`config.mk`:
```
export PLATFORM = sky130hd
export DESIGN_NAME = m_mem_unit_flat
export DESIGN_NICKNAME = d
export VERILOG_FILES = /design/src/rtl/m_mem_unit_if.sv /design/src/rtl/m_mem_unit.sv /design/src/flat_wrapper.sv
export SDC_FILE = /design/constraint.sdc
export NUM_CORES = 1
export LEC_CHECK = 0
export CORE_MARGIN = 10
export CORE_UTILIZATION = 49
export CTS_CLUSTER_DIAMETER = 150
export DETAILED_ROUTE_END_ITERATION = 10
export PLACE_DENSITY_LB_ADDON = 0.25
export RECOVER_POWER = 100
export SETUP_SLACK_MARGIN = 0.05
export SYNTH_ARGS = -nofsm -noshare
export SYNTH_HDL_FRONTEND = slang
export SYNTH_SLANG_ARGS = --single-unit
```
`constraint.sdc`:
```
create_clock -name clk -period 10.1 [get_ports clk]
set_input_delay 2.02 -clock clk [delete_from_list [all_inputs] [get_ports clk]]
set_output_delay 2.02 -clock clk [all_outputs]
set_load 0.02 [all_outputs]
```
`src/rtl/m_mem_unit_if.sv`:
```
`default_nettype none
// ============================================================================
//  Module      : m_mem_unit_if
//  Description : System-bridge request/acknowledge bus between the M-stage
//                load/store unit (master) and the DM / timer slaves.
//                  bus_req   master->slave  transaction request, held to ack
//                  bus_we    master->slave  1 = write
//                  bus_addr  master->slave  word-aligned byte address
//                  bus_be    master->slave  byte-lane enables
//                  bus_wdata master->slave  store data, lane-replicated
//                  bus_ack   slave->master  completion, rdata valid same cycle
//                  bus_rdata slave->master  read word
//  Revision    : 1.0  initial release
// ============================================================================
interface m_mem_unit_if;
    logic        bus_req;
    logic        bus_we;
    logic [31:0] bus_addr;
    logic [3:0]  bus_be;
    logic [31:0] bus_wdata;
    logic        bus_ack;
    logic [31:0] bus_rdata;

    modport master (
        output bus_req,
        output bus_we,
        output bus_addr,
        output bus_be,
        output bus_wdata,
        input  bus_ack,
        input  bus_rdata
    );

    modport slave (
        input  bus_req,
        input  bus_we,
        input  bus_addr,
        input  bus_be,
        input  bus_wdata,
        output bus_ack,
        output bus_rdata
    );
endinterface
`default_nettype wire

```
`src/rtl/m_mem_unit.sv`:
```
`default_nettype none
// ============================================================================
//  Module      : m_mem_unit
//  Description : M-stage load/store unit. Checks the effective address for
//                legality, runs one req/ack transaction on the system bridge
//                (DM, timer0, timer1), returns the aligned and extended load
//                word and stalls the pipe until the access is finished.
//  Ports       :
//    clk        in   rising-edge clock
//    reset      in   asynchronous reset, active low
//    mem_valid  in   M-stage slot holds a live instruction
//    mem_op     in   0 none,1 LW,2 LH,3 LHU,4 LB,5 LBU,6 SW,7 SH,8 SB
//    addr       in   effective byte address from the ALU
//    addr_ovf   in   address-add overflow
//    wdata      in   store data
//    flush      in   CP0 kill of the M-stage instruction
//    bus        --   bridge master port (m_mem_unit_if.master)
//    stall_m    out  hold F..M stages
//    ld_data    out  extended load result (valid with ld_valid)
//    ld_valid   out  one-cycle load-complete pulse
//    exc_adel   out  load address error
//    exc_ades   out  store address error
//    exc_bus    out  one-cycle bus-timeout pulse
//  Revision    : 1.0  initial release
// ============================================================================
module m_mem_unit #(
    parameter int          TIMEOUT  = 16,
    parameter logic [31:0] DM_END   = 32'h0000_2FFF,
    parameter logic [31:0] TC0_BASE = 32'h0000_7F00,
    parameter logic [31:0] TC1_BASE = 32'h0000_7F10
) (
    input  logic         clk,
    input  logic         reset,
    input  logic         mem_valid,
    input  logic [3:0]   mem_op,
    input  logic [31:0]  addr,
    input  logic         addr_ovf,
    input  logic [31:0]  wdata,
    input  logic         flush,
    m_mem_unit_if.master bus,
    output logic         stall_m,
    output logic [31:0]  ld_data,
    output logic         ld_valid,
    output logic         exc_adel,
    output logic         exc_ades,
    output logic         exc_bus
);

    localparam logic [3:0] c_op_lw  = 4'd1;
    localparam logic [3:0] c_op_lh  = 4'd2;
    localparam logic [3:0] c_op_lhu = 4'd3;
    localparam logic [3:0] c_op_lb  = 4'd4;
    localparam logic [3:0] c_op_lbu = 4'd5;
    localparam logic [3:0] c_op_sw  = 4'd6;
    localparam logic [3:0] c_op_sh  = 4'd7;
    localparam logic [3:0] c_op_sb  = 4'd8;

    // Timer counts 0..TIMEOUT-1 while in BUSY.
    localparam int                c_tw         = (TIMEOUT < 2) ? 1 : $clog2(TIMEOUT);
    localparam logic [c_tw-1:0]   c_timer_last = c_tw'(TIMEOUT - 1);

    typedef enum logic [1:0] {
        ST_IDLE = 2'd0,
        ST_BUSY = 2'd1,
        ST_DONE = 2'd2
    } state_t;

    state_t          r_state;
    state_t          w_state_nxt;
    logic [c_tw-1:0] r_timer;
    logic [c_tw-1:0] w_timer_nxt;
    logic            r_killed;
    logic            w_killed_nxt;
    logic            r_req;
    logic            w_req_nxt;
    logic            r_exc_bus;
    logic            w_exc_bus_nxt;
    logic            w_ld_latch;
    logic            w_stall;

    // Latched transaction
    logic [3:0]      r_op;
    logic [1:0]      r_lane;
    logic            r_we;
    logic [31:0]     r_addr;
    logic [3:0]      r_be;
    logic [31:0]     r_wdata;
    logic [31:0]     r_ld_data;

    // ------------------------------------------------------------------
    // Op decode and address legality
    // ------------------------------------------------------------------
    logic        w_is_load;
    logic        w_is_store;
    logic        w_is_word;
    logic        w_is_half;
    logic        w_op_live;
    logic        w_in_dm;
    logic        w_in_tc0;
    logic        w_in_tc1;
    logic [31:0] w_tc0_off;
    logic [31:0] w_tc1_off;
    logic        w_tc_count;
    logic        w_misalign;
    logic        w_addr_err;
    logic        w_can_act;
    logic        w_issue;

    assign w_is_load  = (mem_op >= c_op_lw) && (mem_op <= c_op_lbu);
    assign w_is_store = (mem_op >= c_op_sw) && (mem_op <= c_op_sb);
    assign w_is_word  = (mem_op == c_op_lw) || (mem_op == c_op_sw);
    assign w_is_half  = (mem_op == c_op_lh) || (mem_op == c_op_lhu) || (mem_op == c_op_sh);
    assign w_op_live  = mem_valid && (w_is_load || w_is_store) && !flush;

    assign w_tc0_off  = addr - TC0_BASE;
    assign w_tc1_off  = addr - TC1_BASE;
    assign w_in_dm    = (addr <= DM_END);
    assign w_in_tc0   = (addr >= TC0_BASE) && (w_tc0_off <= 32'd11);
    assign w_in_tc1   = (addr >= TC1_BASE) && (w_tc1_off <= 32'd11);
    // Word 2 of each timer is the free-running count: read-only.
    assign w_tc_count = (w_in_tc0 && (w_tc0_off[3:2] == 2'd2)) ||
                        (w_in_tc1 && (w_tc1_off[3:2] == 2'd2));
    assign w_misalign = (w_is_word && (addr[1:0] != 2'b00)) || (w_is_half && addr[0]);

    assign w_addr_err = addr_ovf || w_misalign ||
                        !(w_in_dm || w_in_tc0 || w_in_tc1) ||
                        ((w_in_tc0 || w_in_tc1) && !w_is_word) ||
                        (w_is_store && w_tc_count);

    // The IDLE cycle that carries a bus-timeout pulse hands the instruction
    // to CP0 instead of re-issuing it. Reset gates the combinational
    // outputs so everything reads 0 while reset is low.
    assign w_can_act = reset && (r_state == ST_IDLE) && w_op_live && !r_exc_bus;
    assign w_issue   = w_can_act && !w_addr_err;
    assign exc_adel  = w_can_act && w_addr_err && w_is_load;
    assign exc_ades  = w_can_act && w_addr_err && w_is_store;

    // ------------------------------------------------------------------
    // Byte lanes and store-data replication for the op being issued
    // ------------------------------------------------------------------
    logic [3:0]  w_be_nxt;
    logic [31:0] w_wd_nxt;

    always_comb begin
        w_be_nxt = 4'b1111;
        w_wd_nxt = 32'h0000_0000;
        case (mem_op)
            c_op_sw: begin
                w_be_nxt = 4'b1111;
                w_wd_nxt = wdata;
            end
            c_op_sh: begin
                w_be_nxt = 4'b0011 << addr[1:0];
                w_wd_nxt = {2{wdata[15:0]}};
            end
            c_op_sb: begin
                w_be_nxt = 4'b0001 << addr[1:0];
                w_wd_nxt = {4{wdata[7:0]}};
            end
            default: begin
                w_be_nxt = 4'b1111;
                w_wd_nxt = 32'h0000_0000;
            end
        endcase
    end

    // ------------------------------------------------------------------
    // Load alignment and extension
    // ------------------------------------------------------------------
    logic [31:0] w_rd_shift;
    logic [31:0] w_ld_ext;

    assign w_rd_shift = bus.bus_rdata >> {r_lane, 3'b000};

    always_comb begin
        w_ld_ext = bus.bus_rdata;
        case (r_op)
            c_op_lb:  w_ld_ext = {{24{w_rd_shift[7]}}, w_rd_shift[7:0]};
            c_op_lbu: w_ld_ext = {24'h000000, w_rd_shift[7:0]};
            c_op_lh:  w_ld_ext = {{16{w_rd_shift[15]}}, w_rd_shift[15:0]};
            c_op_lhu: w_ld_ext = {16'h0000, w_rd_shift[15:0]};
            default:  w_ld_ext = bus.bus_rdata;
        endcase
    end

    // ------------------------------------------------------------------
    // FSM next state and outputs
    // ------------------------------------------------------------------
    always_comb begin
        w_state_nxt   = r_state;
        w_timer_nxt   = r_timer;
        w_killed_nxt  = r_killed;
        w_req_nxt     = r_req;
        w_exc_bus_nxt = 1'b0;
        w_ld_latch    = 1'b0;
        w_stall       = 1'b0;
        ld_valid      = 1'b0;
        case (r_state)
            ST_IDLE: begin
                w_stall = w_issue;
                if (w_issue) begin
                    w_state_nxt  = ST_BUSY;
                    w_req_nxt    = 1'b1;
                    w_timer_nxt  = '0;
                    w_killed_nxt = 1'b0;
                end
            end
            ST_BUSY: begin
                // Once killed the pipe moves on; only a younger op waiting
                // behind the drain is held.
                w_stall     = r_killed ? w_op_live : !flush;
                w_timer_nxt = r_timer + 1'b1;
                if (flush) begin
                    w_killed_nxt = 1'b1;
                end
                if (bus.bus_ack) begin
                    w_state_nxt = ST_DONE;
                    w_req_nxt   = 1'b0;
                    w_ld_latch  = !r_we;
                end else if (r_timer == c_timer_last) begin
                    w_state_nxt   = ST_IDLE;
                    w_req_nxt     = 1'b0;
                    w_killed_nxt  = 1'b0;
                    // A killed access has no one left to take the exception.
                    w_exc_bus_nxt = !(r_killed || flush);
                end
            end
            ST_DONE: begin
                w_stall      = r_killed ? w_op_live : 1'b0;
                ld_valid     = !r_we && !r_killed && !flush;
                w_state_nxt  = ST_IDLE;
                w_killed_nxt = 1'b0;
            end
            default: begin
                w_state_nxt  = ST_IDLE;
                w_req_nxt    = 1'b0;
                w_killed_nxt = 1'b0;
            end
        endcase
    end

    assign stall_m = reset && w_stall;

    // ------------------------------------------------------------------
    // State and datapath registers
    // ------------------------------------------------------------------
    always_ff @(posedge clk or negedge reset) begin
        if (!reset) begin
            r_state   <= ST_IDLE;
            r_timer   <= '0;
            r_killed  <= 1'b0;
            r_req     <= 1'b0;
            r_exc_bus <= 1'b0;
            r_op      <= 4'd0;
            r_lane    <= 2'b00;
            r_we      <= 1'b0;
            r_addr    <= 32'h0000_0000;
            r_be      <= 4'b0000;
            r_wdata   <= 32'h0000_0000;
            r_ld_data <= 32'h0000_0000;
        end else begin
            r_state   <= w_state_nxt;
            r_timer   <= w_timer_nxt;
            r_killed  <= w_killed_nxt;
            r_req     <= w_req_nxt;
            r_exc_bus <= w_exc_bus_nxt;
            if (w_issue) begin
                r_op    <= mem_op;
                r_lane  <= addr[1:0];
                r_we    <= w_is_store;
                r_addr  <= {addr[31:2], 2'b00};
                r_be    <= w_be_nxt;
                r_wdata <= w_wd_nxt;
            end
            if (w_ld_latch) begin
                r_ld_data <= w_ld_ext;
            end
        end
    end

    assign bus.bus_req   = r_req;
    assign bus.bus_we    = r_we;
    assign bus.bus_addr  = r_addr;
    assign bus.bus_be    = r_be;
    assign bus.bus_wdata = r_wdata;
    assign ld_data       = r_ld_data;
    assign exc_bus       = r_exc_bus;

endmodule
`default_nettype wire

```
`src/flat_wrapper.sv`:
```
// flat-port wrapper written by rule: the top's interface ports become plain ports
module m_mem_unit_flat 
#(
    parameter int          TIMEOUT  = 16,
    parameter logic [31:0] DM_END   = 32'h0000_2FFF,
    parameter logic [31:0] TC0_BASE = 32'h0000_7F00,
    parameter logic [31:0] TC1_BASE = 32'h0000_7F10
)
  (clk, reset, mem_valid, mem_op, addr, addr_ovf, wdata, flush, stall_m, ld_data, ld_valid, exc_adel, exc_ades, exc_bus, bus_bus_req, bus_bus_we, bus_bus_addr, bus_bus_be, bus_bus_wdata, bus_bus_ack, bus_bus_rdata);
  m_mem_unit_if bus_i ();
  input  logic clk;
  input  logic reset;
  input  logic mem_valid;
  input  logic [3:0] mem_op;
  input  logic [31:0] addr;
  input  logic addr_ovf;
  input  logic [31:0] wdata;
  input  logic flush;
  output logic stall_m;
  output logic [31:0] ld_data;
  output logic ld_valid;
  output logic exc_adel;
  output logic exc_ades;
  output logic exc_bus;
  output wire logic [$bits(bus_i.bus_req)-1:0] bus_bus_req;
  output wire logic [$bits(bus_i.bus_we)-1:0] bus_bus_we;
  output wire logic [$bits(bus_i.bus_addr)-1:0] bus_bus_addr;
  output wire logic [$bits(bus_i.bus_be)-1:0] bus_bus_be;
  output wire logic [$bits(bus_i.bus_wdata)-1:0] bus_bus_wdata;
  input wire logic [$bits(bus_i.bus_ack)-1:0] bus_bus_ack;
  input wire logic [$bits(bus_i.bus_rdata)-1:0] bus_bus_rdata;
  assign bus_bus_req = bus_i.bus_req;
  assign bus_bus_we = bus_i.bus_we;
  assign bus_bus_addr = bus_i.bus_addr;
  assign bus_bus_be = bus_i.bus_be;
  assign bus_bus_wdata = bus_i.bus_wdata;
  assign bus_i.bus_ack = bus_bus_ack;
  assign bus_i.bus_rdata = bus_bus_rdata;
  m_mem_unit #(.TIMEOUT(TIMEOUT), .DM_END(DM_END), .TC0_BASE(TC0_BASE), .TC1_BASE(TC1_BASE)) u_core (.clk(clk), .reset(reset), .mem_valid(mem_valid), .mem_op(mem_op), .addr(addr), .addr_ovf(addr_ovf), .wdata(wdata), .flush(flush), .bus(bus_i), .stall_m(stall_m), .ld_data(ld_data), .ld_valid(ld_valid), .exc_adel(exc_adel), .exc_ades(exc_ades), .exc_bus(exc_bus));
endmodule
```
==> run_results.csv <==
group,metric,value,unit
outcome,status,"finished, violations left",
outcome,violations,"max-capacitance violations, max-slew violations",
power,combPwrFrac,8.8,%
final_timing,finalCriticalPeriod,8.37,ns
yosys,postSynthCellCount,606,
clock_tree,cts_buffer_depth,2,
final_layout,lay_top_cells,"dfrtp_1, dlygate4sd3_1, clkdlybuf4s50_1, nand2_1, nor2_1",
grt,grt_pass1_wl,31600,um
critical_path,setup.worst_path.end_class,"register",
yosys,ys_top_cells_by_count,"dfrtp_1, nand2_1, nor2_1",
floorplanning,core,0.0119,mm2
floorplanning,rows,40,
yosys,synth.cell_area,0.00591,mm2
flow_run,max_cap_violations,4,
yosys,ff_type,"dfrtp_1",
routing,drtIter0Drc,413,
grt,grt_max_degree,77,
floorplanning,die_h,130,um
routing,drcViolationCount,0,
critical_path,startpoint_type,"primary input",
routing,wirelength,20100,um
final_layout,instances_no_fill,967,
yosys,synth_flops,114,
critical_path,reg2reg_to,"u_core.bus.bus_addr[4]$_DFFE_PN0P_",
yosys,ys_area,0.00591,mm2
routing,drt_pass1_iterations,5,
clock_tree,root_buffer,"clkbuf_16",
worst_hold_path,worst_hold_path_type,"reg -> reg",
yosys,synthArstFlopShare,100,%
final_layout,layout_top_cell,"dfrtp_1",
final_layout,nets,914,
clock_tree,cts_num_sinks,114,
critical_path,required,10.44,ns
worst_hold_path,worstHoldStart,"u_core.bus.bus_wdata[5]$_DFFE_PN0P_",
final_timing,final.setup.tns,0,ns
final_timing,relSlewSlack,-163,%
placement,placed_cells,935,
critical_path,r2r-start,"u_core.r_state[0]$_DFFE_PN0P_",
power,ir_drop,0.000111,V
final_timing,hold_viol,0,
clock_tree,cts_resized,0,
power,p_sw_share,22.6,%
final_layout,fillers,849,
clock_tree,cts-htree-levels,4,
power,pwr_density_cell,133,mW/mm2
final_timing,final_max_slew_viol_count,245,
yosys,yosysTopAreaCell,"dfrtp_1",
floorplanning,chip_area,0.0168,mm2
power,p_leak,4.21,nW
critical_path,crit_path_end,"u_core.bus.bus_addr[4]$_DFFE_PN0P_",
routing,num_vias,5621,
placement,place_ws,1.96,ns
critical_path,cp-startpoint,"addr[15]",
floorplanning,pin_count,213,
grt,grt_pass1_vias,5960,
critical_path,critPathKind,"in -> reg",
placement,portBuffers,210,
yosys,synth_top_cell_by_count,"dfrtp_1",
clock_tree,hold_buffers,0,
grt,antenna_found_initial,2,
power,p_switching,259,uW
yosys,postSynthSeqShare,48.3,%
==> power groups by stage <==
stage | clock network (mW) | registers, mW | logic [mW]
3_3_place_gp | 0 | 0.465 | 0.0998
4_1_cts | 0.597 | 0.457 | 0.101
3_5_place_dp | 0 | 0.465 | 0.101
5_1_grt | 0.621 | 0.457 | 0.109
2_1_floorplan | 0 | 0.465 | 0.0300
6_report | 0.589 | 0.457 | 0.101
==> kinds of logic (layout without fill, tap and decap cells) <==
group                    count (synthesis)  count (layout)  synth area share (%)
flip-flops                             114             114                  48.3
adder cells (fa/ha/maj)                  1               1                 0.212
AND/OR/NAND/NOR                        243             243                  20.5
buffers and inverters                   41             253                  3.11
AND-OR/OR-AND                          129             129                  13.6
multiplexers                            74              74                  13.7
XOR/XNOR                                 3               3                 0.445
other                                    1               3                0.0635
==> worst max-delay path, cell delays in order <==
cell and delay (ns):
dlygate4sd3_1 0.66, nor4_1 0.65, nand2b_1 0.19, o311ai_0 0.49, o211ai_1 0.17, o41a_1 0.47, o21a_1 0.21, nor3b_1 0.41
clkbuf_1 2.80, mux2_2 0.58
==> stage by stage <==
stage	cell area, um2	hold slack (ns)	total power [mW]
floorplan	5910	0.462	0.495
global placement	8090	0.465	0.565
detailed placement	8090	0.478	0.566
CTS	8670	0.491	1.16
global route	8650	0.499	1.19
finish	8650	0.480	1.15
==> area by class of cell <==
type	count	area share, %
flip-flops and latches	114	33.0
repair buffers	215	24.5
clock buffers	23	5.53
multi-input cells	452	33.3
clock inverters	8	1.20
inverters	7	0.304
well taps	147	2.13
diodes	1	0.0289
==> routing by layer <==
layer | global-route usage [%] | vias up | wire length (um)
met1 | 27.3 | 2686 | 7850
met5 | 0 | - | 13
li1 | - | 2591 | -
met4 | 11.7 | 2 | 672
met3 | 11.7 | 53 | 2370
met2 | 37.2 | 289 | 9220
sizing.png
Scale bar: 50 um.
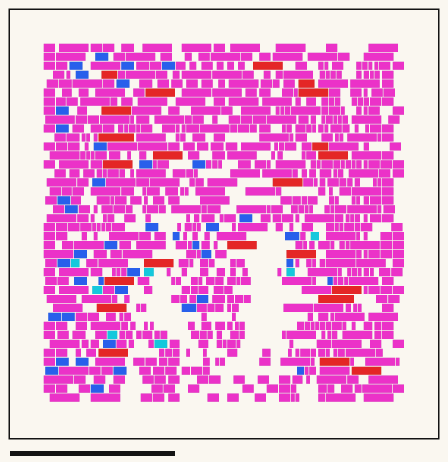
[red] x6 and larger | cells: 22
[cyan] x3 and x4 | cells: 7
[magenta] x1 and smaller | cells: 749
[blue] x2 | cells: 41
area grow syn2layout: 46.4%
design area: 0.00865 mm2
bufs w/o clock: 215
final worst slack: 1.73 ns

ff_map.png
Other sequential cells in the stronger grey, the rest of the logic in the fainter grey.
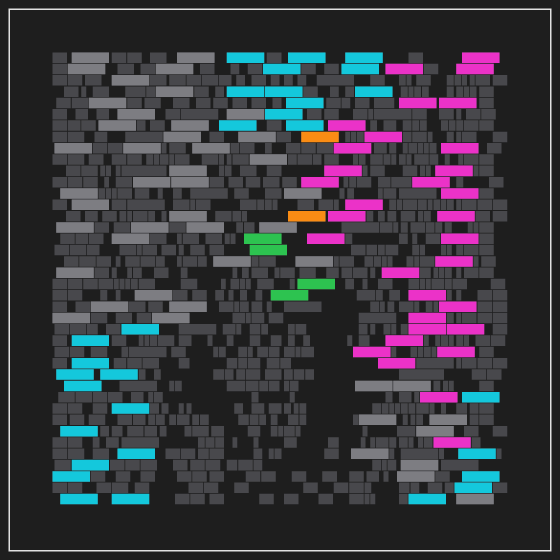
[cyan] u_core.bus.bus_addr | sequential cells: 30 | where: all over the die
[orange] u_core.r_lane | sequential cells: 2
[magenta] u_core.ld_data | sequential cells: 32
[green] u_core.r_op | sequential cells: 4 | where: middle
not coloured: 46
Core Util, Final: 72.6%
sequential power: 457 uW
flop share of the area: 33.0%
register area: 0.00285 mm2

clock_wires.png
Scale bar: 50 um.
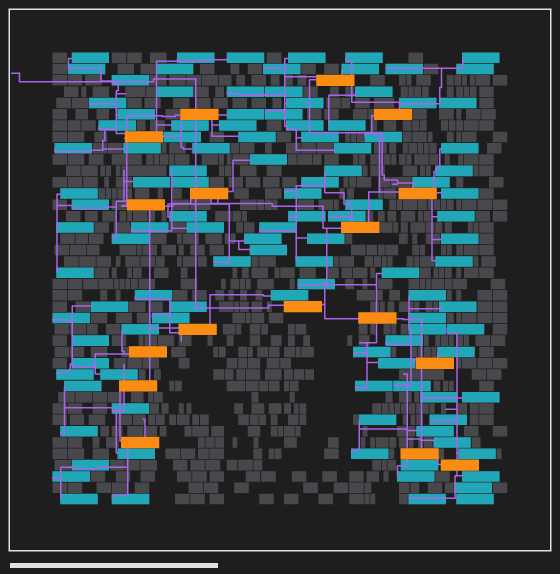
[purple] clock wires | length: 1,560 um
[orange] clock-net drivers | count: 17
[cyan] flip-flops | count: 114
flops lie: all over the die
Clk pwr share: 51.4%
Clk Latency, worst-skew pair: 0.42 ns

clock_nets.png
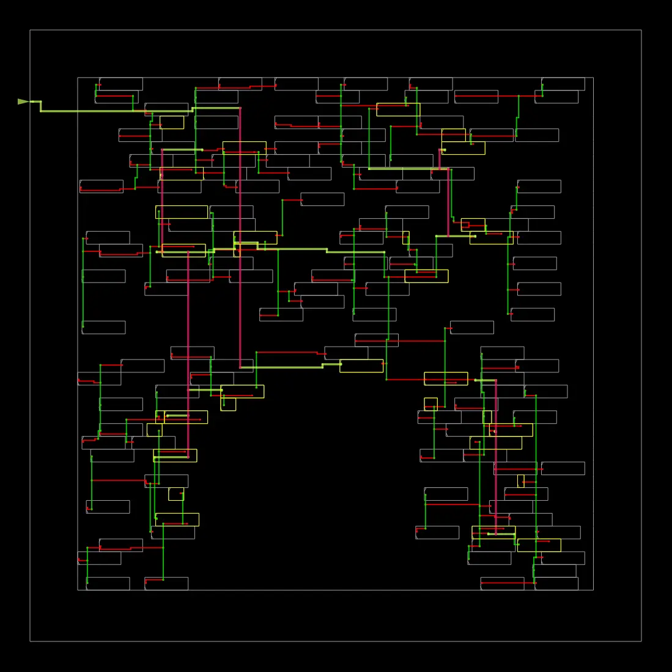
Seq Cell Count: 114
total CTS buffers: 17
clk_skew: 0.00988 ns

Power is estimated from default activity; no workload was simulated.
